**Run 1: sizing map**

(6 px per µm)
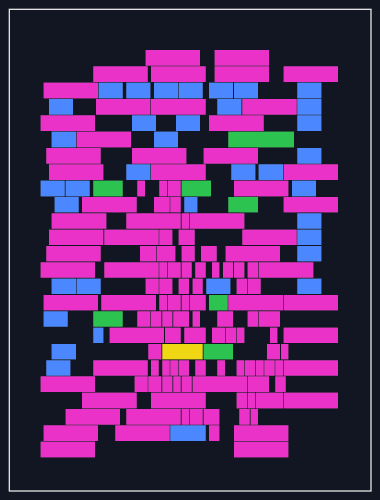
**Run 1: M3 wires**

(6 px per µm)
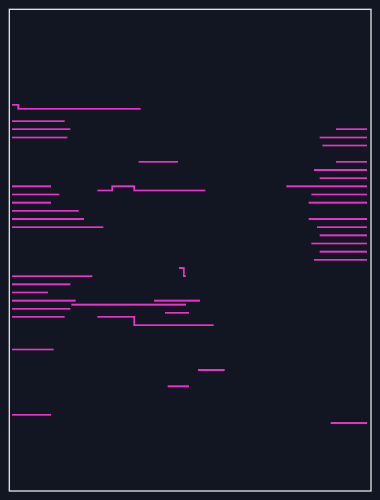
**Run 1: clock routing**

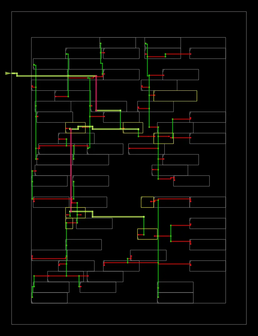
## config.mk

```make
export PLATFORM = sky130hd
export DESIGN_NAME = i2s_rcvr_ctrl
export DESIGN_NICKNAME = d
export VERILOG_FILES = /design/src/rtl/i2s_rcvr_ctrl.sv
export SDC_FILE = /design/constraint.sdc
export NUM_CORES = 1
export LEC_CHECK = 0
export CORE_ASPECT_RATIO = 1.4
export CORE_MARGIN = 5
export CORE_UTILIZATION = 62
export DETAILED_ROUTE_END_ITERATION = 7
export DONT_BUFFER_PORTS = 1
export PLACE_DENSITY = 0.78
export SYNTH_ARGS = -nofsm -noshare
export SYNTH_HDL_FRONTEND = slang
export SYNTH_SLANG_ARGS = --single-unit
export TNS_END_PERCENT = 5
```

## constraint.sdc

```tcl
create_clock -name clk -period 4.2 [get_ports clk]
set_input_delay 1.05 -clock clk [delete_from_list [all_inputs] [get_ports clk]]
set_output_delay 1.05 -clock clk [all_outputs]
set_load 0.01 [all_outputs]
```

## src/rtl/i2s_rcvr_ctrl.sv

```systemverilog
// I2S receiver control: synchronizes sck/ws/sd, steers an external serial-to-parallel
// shift register and assembles left/right sample pairs from its parallel word.
module i2s_rcvr_ctrl #(
  parameter int WORD_BITS = 16
) (
  input  logic                 clk,
  input  logic                 n_rst,
  input  logic                 sck,
  input  logic                 ws,
  input  logic                 sd,
  input  logic [WORD_BITS-1:0] sr_data,
  output logic                 shift,
  output logic                 data_in,
  output logic [WORD_BITS-1:0] left_sample,
  output logic [WORD_BITS-1:0] right_sample,
  output logic                 sample_valid,
  output logic                 sync_err
);

  localparam int CNT_W = $clog2(WORD_BITS + 1);
  localparam logic [CNT_W-1:0] WORD_CNT = CNT_W'(WORD_BITS);

  typedef enum logic [2:0] {IDLE, ARM, SHIFT, CAPTURE, WAIT} state_t;

  state_t           state;
  logic             sck_s1, sck_s2, sck_s3;
  logic             ws_s1, ws_s2;
  logic             sd_s1, sd_s2;
  logic             ws_last, cur_ch, pend_start, left_fresh;
  logic [CNT_W-1:0] bit_cnt;
  logic [CNT_W-1:0] bit_cnt_inc;
  logic             tick, ws_chg;

  // synchronizer stage: two flops per line, third sck flop for edge detection
  always_ff @(posedge clk or negedge n_rst) begin
    if (!n_rst) begin
      sck_s1 <= 1'b0;
      sck_s2 <= 1'b0;
      sck_s3 <= 1'b0;
      ws_s1  <= 1'b0;
      ws_s2  <= 1'b0;
      sd_s1  <= 1'b0;
      sd_s2  <= 1'b0;
    end else begin
      sck_s1 <= sck;
      sck_s2 <= sck_s1;
      sck_s3 <= sck_s2;
      ws_s1  <= ws;
      ws_s2  <= ws_s1;
      sd_s1  <= sd;
      sd_s2  <= sd_s1;
    end
  end

  assign tick        = sck_s2 & ~sck_s3;
  assign ws_chg      = ws_s2 ^ ws_last;
  assign bit_cnt_inc = bit_cnt + 1'b1;

  // Shift must land in the tick cycle itself so the register holds the full word by CAPTURE.
  assign shift   = tick & (state == SHIFT);
  assign data_in = shift & sd_s2;

  // word framing stage
  always_ff @(posedge clk or negedge n_rst) begin
    if (!n_rst) begin
      state        <= IDLE;
      ws_last      <= 1'b0;
      cur_ch       <= 1'b0;
      bit_cnt      <= '0;
      pend_start   <= 1'b0;
      left_fresh   <= 1'b0;
      left_sample  <= '0;
      right_sample <= '0;
      sample_valid <= 1'b0;
      sync_err     <= 1'b0;
    end else begin
      sample_valid <= 1'b0;
      sync_err     <= 1'b0;
      if (tick) ws_last <= ws_s2;
      case (state)
        IDLE: begin
          if (tick) state <= ARM;
        end
        ARM, WAIT: begin
          if (tick && ws_chg) begin
            state   <= SHIFT;
            cur_ch  <= ws_s2;
            bit_cnt <= '0;
          end
        end
        SHIFT: begin
          if (tick) begin
            if (bit_cnt_inc == WORD_CNT) begin
              // a ws edge on the LSB tick opens the next word right after capture
              state      <= CAPTURE;
              bit_cnt    <= bit_cnt_inc;
              pend_start <= ws_chg;
            end else if (ws_chg) begin
              sync_err <= 1'b1;
              bit_cnt  <= '0;
              cur_ch   <= ws_s2;
            end else begin
              bit_cnt <= bit_cnt_inc;
            end
          end
        end
        CAPTURE: begin
          if (cur_ch) begin
            right_sample <= sr_data;
            if (left_fresh) begin
              sample_valid <= 1'b1;
              left_fresh   <= 1'b0;
            end
          end else begin
            left_sample <= sr_data;
            left_fresh  <= 1'b1;
          end
          bit_cnt <= '0;
          if (pend_start) begin
            state      <= SHIFT;
            cur_ch     <= ~cur_ch;
            pend_start <= 1'b0;
          end else begin
            state <= WAIT;
          end
        end
        default: state <= IDLE;
      endcase
    end
  end

endmodule

```

==> flow_summary.yaml, run 1 <==
# flow metrics
drt:
  dr_wl_met2_um: 2181
  wl_per_cell_um: 18.76
  drtIter0Drc: 55
  drc: 0
  num_vias: 1278
  first_pass_iters: 4
  antenna_left: 0
yosys:
  ys_sh_adder_pct: 0.5757
  yosys-top-cells-count: "dfrtp_1, mux2_2, nand2_1, o21ai_0, nor2_1"
  simple_gate_area_share_pct: 11.57
  synth-edff-count: 0
  top_cell_area_share_pct: 61.02
  ys_cells: 167
  ys_chip_area_mm2: 0.002173
  synthFlopType: "dfrtp_1"
  ys_sh_mux_pct: 17.04
  synth.avg_cell_area_um2: 13.01
  async_reset_ff_share_pct: 100.0
  synth.most_common_cell: "dfrtp_1"
  synth_cell_types: 35
  compound_area_share_pct: 7.599
  synthCells: 167
  synth_area_mm2: 0.002173
  ys_top_logic_family: "multiplexers"
  synth_seq_share_pct: 61.02
clocking:
  cts_tree: "done"
  post_cts_buffers: 0
  htreeDepth: 2
  clock-sinks: 53
  path_clk_slew_ns: 0.09
  clock_path_buffers: 2
job:
  warning_count: 26
layout:
  nFillCells: 242
  sh_comb_area_pct: 35.28
  inverters: 2
  clockNetworkAreaShare_pct: 4.870
  mi_logic_area_um2: 815.8
  largest_cell_class: "sequential cells"
  seqCellArea_mm2: 0.001326
  fin_util_pct: 68.44
  finalNonFillerCells: 211
  layout-drive-gt1-share_pct: 25.73
  clock_buffers: 5
  lay_top_cells: "dfrtp_1, mux2_2, nand2_1"
worst_hold_path:
  holdPathEnd: "sd_s2"
  whs_path_depth: 0
  hp-class: "reg2reg"
  hp-start: "sd_s1"
power:
  ir_drop_mv: 0.5203
  total_power_w: 0.001605
  p_per_area_mw_per_mm2: 694.4
placed_design:
  gp_congestion: 0.8183
  place_area_mm2: 0.002200
  dp_hpwl_um: 2874
  dp_worst_setup_slack_ns: 1.755
grt:
  grt-ovfl-total: 0
  grt_use_total_pct: 18.44
  grt_max_degree: 54
setup_path:
  worstReg2RegEnd: "left_sample[2]"
  endpoint: "data_in"
  cp.required_ns: 3.15
  worstSetupStartpoint: "state[1]"
  crit_fanout: 10
  rr_worst_depth: 4
  cp-end-kind: "output pin"
  r2r_start: "state[0]"
sta:
  period_used_pct: 66.55
  setup_viol: 0
  hold_viol: 0
  rsz0062_at_grt: "false"
  worstMarginPinSlew_ns: 0.9213
  slew_headroom_pct: 38.51
floorplan:
  initCoreUtil_pct: 64.33
  fp.dieW_um: 60.04
  dieArea_mm2: 0.004807
  core_area_mm2: 0.003378
  io_pins: 57
  nWellTaps: 40
status:
  status: "completed"
Back to the opening pictures, 'sizing map':
Green marks x6 and larger, cells 7, share 4.1%, most used clkbuf_8. Blue marks x2, cells 36, share 21%, most used mux2_2. Yellow marks x3 and x4, cells 1, share 0.58%, most used o21bai_4. Magenta marks x1 and smaller, cells 127, share 74%, most used dfrtp_1.
final instance area: 0.002312 mm²
Setup WS post-layout: 1.405 ns
Non-clock buffers: 0
Synth-to-Final Area Change: 6.390%

Back to the opening pictures, 'M3 wires':
The longest straight run is 20.2 µm. The wires run mostly horizontal. The layer carries 388 µm of wire. 41 nets have wire on it.
met3 Use GR: 7.878%
drt total wl: 3959 µm

Back to the opening pictures, 'clock routing':
clock skew: 0.005654 ns
power in the clock group: 0.000338 W
CTS Buf Count: 5
clock insertion delay at the later pin of the skew report: 0.30 ns
Flop Count: 53

-- run 1: power breakdown --
group	internal, W	switching [W]	total (W)
logic	0.000196	0.000143	0.000340
clock network	0.000179	0.000160	0.000338
registers	0.000696	0.000232	0.000928
-- run 1: registers in the layout, summed over array words and instances, names as in the netlist, 3 cells and up --
register      count
bit_cnt           5
left_sample      16
state             3
right_sample     16
-- run 1: critical path, stage by stage, from the launching register on --
cell and delay [ns]:
dfrtp_1 0.52, nand2b_1 0.18, nor3_1 0.48, and2_1 0.27
-- run 1: layer usage --
metal	up-vias	GRT usage, %
met1	621	19.55
li1	599	-
met2	54	32.90
met3	4	7.878
met5	-	0
met4	0	4.213
==> run 2, diff against run 1 <==
Settings changed: CORE_UTILIZATION 62 to 55, PLACE_DENSITY 0.78 to 0.73.
Clock period 4.2 ns to 2.37 ns, I/O delays scaled along.
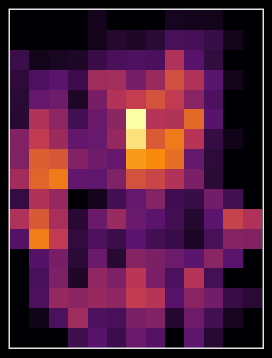
**Above:** run 2 (wire density map).
(4 px per µm) The die is cut into 13 by 17 equal tiles; black is low, pale yellow is high, scaled to the fullest tile. Values are wire area over tile area, all layers added.
The mean over all tiles is 0.12. 11% of the tiles are over half the peak. The fullest tile reaches 0.49. The emptiest ninth of the die: north-west.
drt total wl: 4011 µm
Global Route Usage Sum: 16.58%
drt wl/cell: 18.32 µm
Vias: 1295

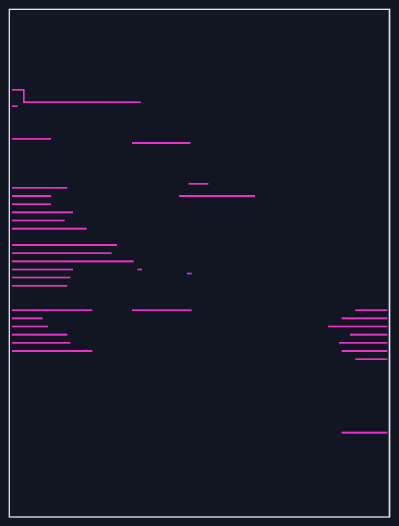
**Above:** run 2 (M3 wires).
(6 px per µm)
The layer carries 309 µm of wire. The longest straight run is 20.0 µm.
met3 Use GR: 6.024%

==> run 2 against run 1 <==
  * Design area increased by 1.9%
  * Global-route usage decreased by 1.9 points
  * Clock skew decreased by 0.00094 ns
  * Cell count increased by 3.8%
  * Hold slack got worse by 0.23 ns
  * Critical endpoint unchanged
  * Largest cell class unchanged
==> flow_summary.yaml, run 2 <==
# flow metrics
placed_design:
  dp_worst_setup_slack_ns: 0.6181
  place_area_mm2: 0.002233
  gp_congestion: 0.9166
  dp_hpwl_um: 2929
sta:
  worstMarginPinSlew_ns: 0.4631
  hold_viol: 0
  setup_viol: 0
  slew_headroom_pct: 68.97
  finalClockSkew_ns: 0.004714
setup_path:
  critPathTopFamily: "simple AND/OR/NAND/NOR gates"
  cp.required_ns: 1.78
  cp_num_cells: 4
  slowest_delay_ns: 0.38
  cp-end-kind: "output pin"
  crit_buf_inv: 1
  worst_path_max_delay_cell: "dfrtp_1"
  worstSetupStartpoint: "sck_s3"
  cp_cell_sequence: "nand2b_1, nor3_1, buf_4, and2_1"
  r2r_start: "state[0]"
grt:
  use_met1_pct: 19.19
  grt_max_degree: 54
  gr-usage-met2_pct: 27.26
  grt-ovfl-total: 0
power:
  internal-power_w: 0.001831
  pg_clk_w: 0.000515
  swShare_pct: 34.08
  total_power_w: 0.002778
  ir_drop_mv: 0.7441
  p_comb_share_pct: 22.3
  p_per_area_mw_per_mm2: 1179
  power_frac_seq_pct: 59.2
  p_comb_w: 0.000620
yosys:
  async_reset_ff_share_pct: 100.0
  synthFlopType: "dfrtp_1"
  yosys-top-cells-count: "dfrtp_1, mux2_2, nand2_1, o21ai_0, nor2_1"
  synthCells: 167
  synth_area_mm2: 0.002173
  synth_cell_types: 35
  synth_seq_share_pct: 61.02
  synth-edff-count: 0
layout:
  clock_buffers: 6
  clockNetworkAreaShare_pct: 4.087
  mi_logic_area_um2: 815.8
  lay_top_cells: "dfrtp_1, mux2_2, nand2_1"
  sh_comb_area_pct: 34.61
  flop-count: 53
  top_regs: "left_sample x16, right_sample x16, bit_cnt x5"
  layout-drive-gt1-share_pct: 27.84
  inverters: 2
  finalNonFillerCells: 219
  largest_cell_class: "sequential cells"
  seqCellArea_mm2: 0.001326
status:
  status: "completed"
clocking:
  cts_made_buffers: 5
  clock-sinks: 53
  htreeDepth: 2
  path_clk_slew_ns: 0.09
  clock_path_buffers: 2
  clk-insertion-delay-late_ns: 0.30
  post_cts_buffers: 0
  cts_tree: "done"
worst_hold_path:
  hp-class: "in2async"
floorplan:
  nWellTaps: 43
  core_area_mm2: 0.003885
  io_pins: 57
drt:
  first_pass_iters: 4
  dr_wl_met2_um: 2136
  drc: 0
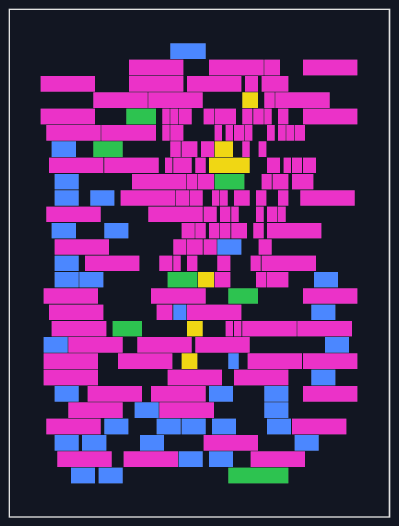
**Above:** run 2 (sizing map).
(6 px per µm)
Magenta marks x1 and smaller, cells 127, share 72%, most used dfrtp_1. Yellow marks x3 and x4, cells 6, share 3.4%, most used buf_4. Blue marks x2, cells 36, share 20%, most used mux2_2. Green marks x6 and larger, cells 7, share 4.0%, most used clkbuf_8.
Setup WS post-layout: 0.3061 ns
Non-clock buffers: 5
Synth-to-Final Area Change: 8.463%
final instance area: 0.002357 mm²

run 2: cell types whose count changed in the layout (fill, tap and decap cells not counted):
cell / change
clkbuf_8: +1
buf_16: +1
buf_4: +4
inv_6: -1
bufinv_16: -1
clkinv_4: +1
run 2: logic make-up (layout without fill, tap and decap cells):
| logic type | Yosys count | in the layout | synth area share, % |
|---|---|---|---|
| flops | 53 | 53 | 61.02 |
| fa+ha+maj | 1 | 1 | 0.5756 |
| xor+xnor | 1 | 1 | 0.7486 |
| compound gates | 25 | 25 | 7.599 |
| simple gates | 48 | 48 | 11.57 |
| mux | 33 | 33 | 17.04 |
| buf+inv | 6 | 15 | 1.439 |
run 2: worst reg2reg max path, delay by kind of cell (launching register included):
family          cells  cell delay, ns
compound gates      2            0.35
simple gates        3            0.85
flops               1            0.52
==> run 3, diff against run 2 <==
Settings changed: GPL_TIMING_DRIVEN from default to 0.
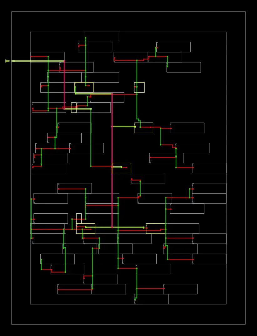
**Above:** run 3 (clock routing).
number of clock buffers in the layout: 7
total clock sinks: 53
clock skew: 0.006240 ns
power in the clock group: 0.000481 W

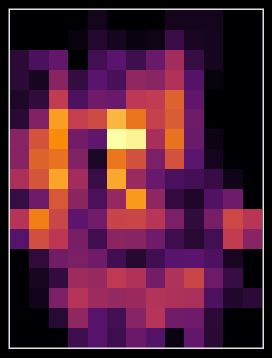
**Above:** run 3 (wire density map).
(4 px per µm) The die is cut into 13 by 17 equal tiles; black is low, pale yellow is high, scaled to the fullest tile. Values are wire area over tile area, all layers added.
The emptiest ninth of the die: north-east. 15% of the tiles are over half the peak. 20% of the tiles are nearly empty.
Global Route Usage Sum: 16.24%
drt total wl: 3943 µm

==> run 3 against run 2 <==
  * Clock-buffer cell count increased by 1
  * Routed wire length decreased by 1.7%
  * Combinational power increased by 7.4%
  * Hold slack got worse by 0.0013 ns
  * Power decreased by 0.75%
  * Synthesized area unchanged
  * Sequential cell count unchanged
  * Fmax decreased by 5.3%
  * Global-route usage decreased by 0.34 points
==> flow_summary.yaml, run 3 <==
# flow metrics
layout:
  sh_comb_area_pct: 35.02
  clockNetworkAreaShare_pct: 3.577
  layout-drive-gt1-share_pct: 26.70
  finalNetCount: 197
  lay_top_cells: "dfrtp_1, mux2_2, nand2_1"
  flop-count: 53
  finalNonFillerCells: 219
  buffers: 5
  largest_cell_class: "sequential cells"
  mi_logic_area_um2: 820.8
yosys:
  ys_sh_mux_pct: 17.04
  compound_area_share_pct: 7.599
  synthCells: 167
  synth_seq_share_pct: 61.02
  ys_top_logic_family: "multiplexers"
  ys_sh_adder_pct: 0.5757
  yosys-top-cells-count: "dfrtp_1, mux2_2, nand2_1, o21ai_0, nor2_1"
  async_reset_ff_share_pct: 100.0
  synthFlopType: "dfrtp_1"
  synth_area_mm2: 0.002173
  syn_nets: 189
  simple_gate_area_share_pct: 11.57
  synth_cell_types: 35
  synthXorXnorAreaFrac_pct: 0.7484
grt:
  use_met3_pct: 7.363
  grt-ovfl-total: 0
  grt_max_degree: 54
  gr-usage-met2_pct: 27.36
  use_met1_pct: 17.86
  top_usage_layer: "met2"
drt:
  wl_per_cell_um: 18.00
  num_vias: 1327
  dr_wl_met2_um: 2098
  drc: 0
sta:
  setup_viol: 0
  worstMarginPinSlew_ns: 0.5374
  rsz0062_at_grt: "false"
  slew_headroom_pct: 64.13
  hold_viol: 0
placed_design:
  dp_worst_setup_slack_ns: 0.3196
  place_area_mm2: 0.002227
  numPortBuffers: 0
  gp_congestion: 0.9427
  dp_hpwl_um: 2915
clocking:
  clock_path_buffers: 2
  cts_made_buffers: 5
  htreeDepth: 2
  clk-insertion-delay-late_ns: 0.30
  post_cts_buffers: 0
  cts_tree: "done"
setup_path:
  cp_cell_sequence: "clkbuf_1, nor3_2, and2_1"
  worst_path_max_delay_cell: "dfrtp_1"
  r2r_start: "state[2]"
  cp-end-kind: "output pin"
  crit_buf_inv: 1
  worstSetupStartpoint: "state[0]"
  cp_num_cells: 3
  cp.required_ns: 1.78
  critPathTopFamily: "simple AND/OR/NAND/NOR gates"
  slowest_delay_ns: 0.43
floorplan:
  nWellTaps: 43
  core_area_mm2: 0.003885
  io_pins: 57
power:
  ir_drop_mv: 0.9736
  total_power_w: 0.002758
  p_per_area_mw_per_mm2: 1177
worst_hold_path:
  hp-class: "in2async"
status:
  status: "completed"
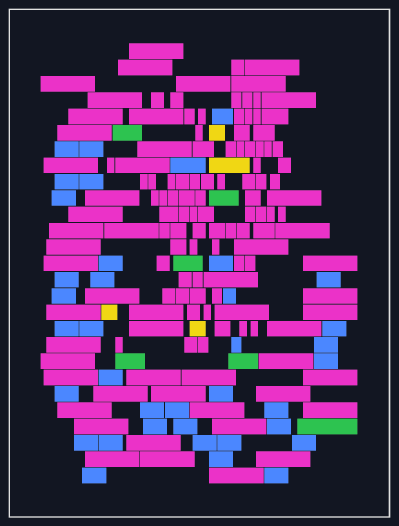
**Above:** run 3 (sizing map).
(6 px per µm)
Green marks x6 and larger, cells 6, share 3.4%, most used clkbuf_8. Magenta marks x1 and smaller, cells 129, share 73%, most used dfrtp_1. Blue marks x2, cells 37, share 21%, most used mux2_2. Yellow marks x3 and x4, cells 4, share 2.3%, most used buf_4.
Synth-to-Final Area Change: 7.830%
final instance area: 0.002344 mm²
Setup WS post-layout: 0.1900 ns

==> run 3: worst min-delay path by stage <==
stage,startpoint,to
5_1_grt,n_rst,right_sample[1]
2_1_floorplan,n_rst,bit_cnt[0]
6_report,n_rst,right_sample[1]
3_3_place_gp,n_rst,right_sample[1]
4_1_cts,n_rst,right_sample[1]
3_5_place_dp,n_rst,right_sample[1]
==> run 3: power by group <==
group	internal, W	total (W)	switching, W	leakage [nW]
clock	0.000209	0.000481	0.000272	0.0385
combinational	0.000368	0.000666	0.000299	0.319
sequential	0.00123	0.00161	0.000377	0.654
==> run 3: worst reg2reg max path, cell delays in order (launching register included) <==
cell and delay [ns]:
dfrtp_1 0.46, nor2b_1 0.19, nand2_1 0.13, nor2_2 0.44, buf_4 0.30, mux2_2 0.35
Power is estimated from default activity; no workload was simulated.
